==> images/registers.png <==
The bar under the picture is 50 µm long.
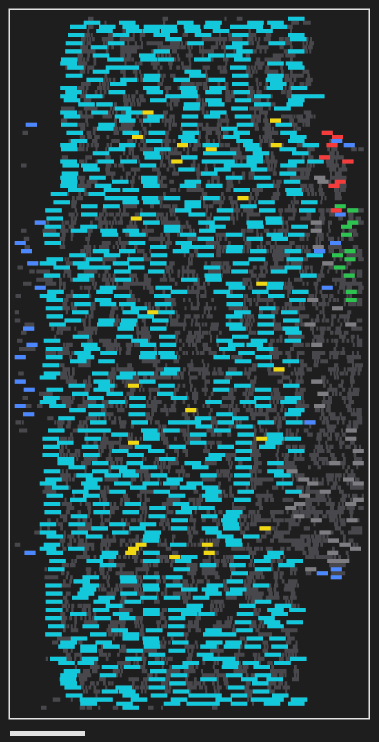
==> images/clock_map.png <==
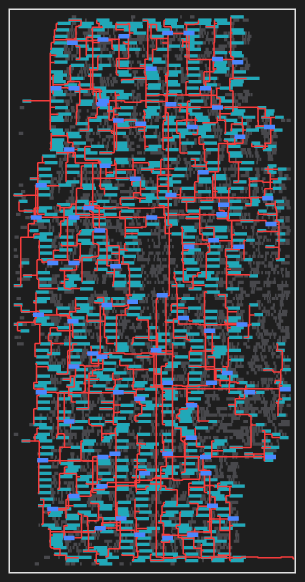
==> images/wire_density.png <==
12 x 24 tiles, from dark blue (low) to red (high), scaled to the fullest tile. Values are wire area over tile area, all layers added.
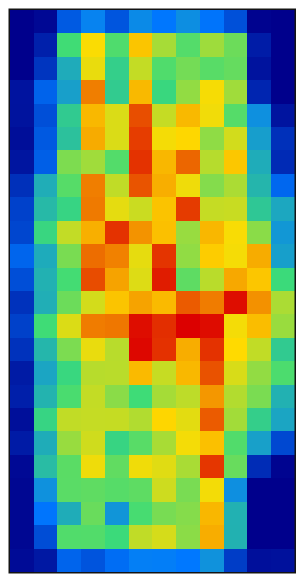
==> images/final_placement.png <==
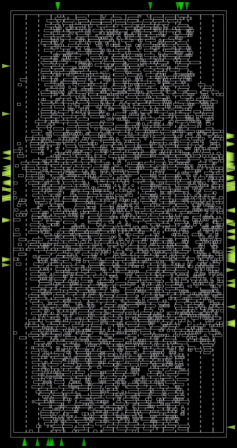
==> config.mk <==
export PLATFORM = sky130hd
export DESIGN_NAME = adc_spi_cfg_seq
export DESIGN_NICKNAME = d
export VERILOG_FILES = /design/src/rtl/adc_spi_cfg_seq.sv
export SDC_FILE = /design/constraint.sdc
export NUM_CORES = 1
export LEC_CHECK = 0
export ABC_AREA = 1
export CAP_MARGIN = 15
export CORE_ASPECT_RATIO = 2
export CORE_MARGIN = 3
export CORE_UTILIZATION = 40
export DETAILED_ROUTE_END_ITERATION = 16
export MAX_ROUTING_LAYER = met4
export PLACE_DENSITY = 0.53
export RECOVER_POWER = 100
export SLEW_MARGIN = 20
export SYNTH_ARGS = -nofsm -noshare
export SYNTH_HDL_FRONTEND = slang
export SYNTH_SLANG_ARGS = --single-unit
==> constraint.sdc <==
create_clock -name CLK -period 3.65 [get_ports CLK]
set_clock_uncertainty 0.05 [all_clocks]
set_input_delay 0.5475 -clock CLK [delete_from_list [all_inputs] [get_ports CLK]]
set_output_delay 0.5475 -clock CLK [all_outputs]
set_load 0.01 [all_outputs]
==> changes_impl.md <==
### Implementation results

- Status: complete, but fails checks
- Failing checks: capacitance limit, slew limit, setup timing
- Chip Width: 239.2 µm
- Largest cell class: flip-flops and latches
- Post-CTS sizing: 0
- YS warnings: 0
- CTS tree: done
- Slew HR: -0.3993
- DR iter-0 viols: 3593
- Routability cong.: 0.8932
- Hold WS: 409.7 ps
- Num ports: between 90 and 100
- H-tree levels: 3
- Die Size: around 110000 µm²
- Final worst slack: -31.01 ps
- Multi-input comb cells: roughly 3100
- TritonCTS Buffers: around 83
- Synth Net Count: about 4600
- Max cap viols: 21
- Area growth, synth to finish: 13.71%
- Sink Count: 876
- Antenna violations before repair: 9
- Clk buf depth: 3
- Vias in the first global route: between 30000 and 40000
- EDFF count, synth: approximately 770
- CTS Hold Bufs: 0
- Pins over their slew limit: between 300 and 400
- Hold-critical path depth: 2
- CP endpoint kind: register
- Synthesized instance count: between 4000 and 5000
- Placed Instances: a little under 6000
- Main synth FF type: edfxtp_1
- Synth flops: 876
- Slowest-stage cell, CP: nor2_1
- Antenna cell count: 7
- Worst Tran Pin Value: 2099 ps
- Ys cells: 4513
- Max incr delay on CP: ~1600 ps
- Worst-path clk slew: 60 ps
- Largest area contributor in the netlist: edfxtp_1
- CP startpoint kind: primary input
- Delay-heaviest family, CP: simple AND/OR/NAND/NOR gates
- Final setup viols: 10
- Ys async rst share: 0
- CP Cell Sequence: dlygate4sd3_1, nand2_1, inv_1, nand3_1, nor2_1, clkbuf_2
- Tool warnings: 32
- Clkbuf count: 108
- R2R cell count: 17
- Rows: 170
- Crit path buf inv count: 3
- Inverter count: 150
- Clock root cell: clkbuf_16
- Crit path required time: 3920 ps
- Share of the synthesized area in the top cell type: 0.5303
- Die H: 472.3 µm
- PD cells: 667.1 nW/µm²
- Pin count of the biggest net entering global routing: ~120
- Post-synthesis cell area: 43490 µm²
- Final Critical Period: 3681 ps
- Unique cell types: between 50 and 60
- Post-DP HPWL: between 100000 and 150000 µm
About registers.png:
colour	signal	sequential cells
yellow	shreg	23
blue	RD_DATA	24
cyan	mem	768
red	div_cnt	8
green	CS	12
not coloured	41
Post-Route Utilization: 0.4594
seq pwr: 11.5 mW
FF/Latch Area: 25220 µm²
sequential share of cell area: 0.5101

About clock_map.png:
[blue] cells driving clock nets | count: 83
[red] clock wires | length: 11400 µm
[cyan] flip-flops | count: 876
flops lie	spread over the die
routed clock nets	84
worst skew pair latency: 700 ps
P_clk: 9.44 mW
Clock Power Share: 0.286

About wire_density.png:
fullest tile	0.51
densest ninth of the die	middle
mean over tiles	0.26
Total Wirelength: 171600 µm
via count: 36620
WL/cell: 28.52 µm

About final_placement.png:
Filler cells: 10180
Final Non-Filler Cells: 6019
tap cells: 1376
num sequential: 876

==> logic make-up after synthesis <==
logic type	count (synthesis)	synth area share
and+or+nand+nor	2228	0.2223
muxes	109	0.02509
adders and majority gates	8	0.002302
DFF	876	0.5800
buffers and inverters	501	0.05193
AOI/OAI and AO/OA	786	0.1174
xor gates and xnor gates	5	0.001007
==> power breakdown <==
part / internal, mW / switching, mW / leakage, nW
logic: 3.72 / 8.36 / 8.39
registers: 11.3 / 0.216 / 7.80
clock network: 5.45 / 3.99 / 1.44
total: 20.4 / 12.6 / 17.6
==> routing by layer <==
metal	track usage	up-vias	routed length, µm
met1	0.3405	17860	59890
met3	0.04985	588	13130
met5	-	-	0
met4	0.2054	0	14150
li1	-	16380	-
met2	0.5202	1791	84470
Power and IR drop assume default switching activity.
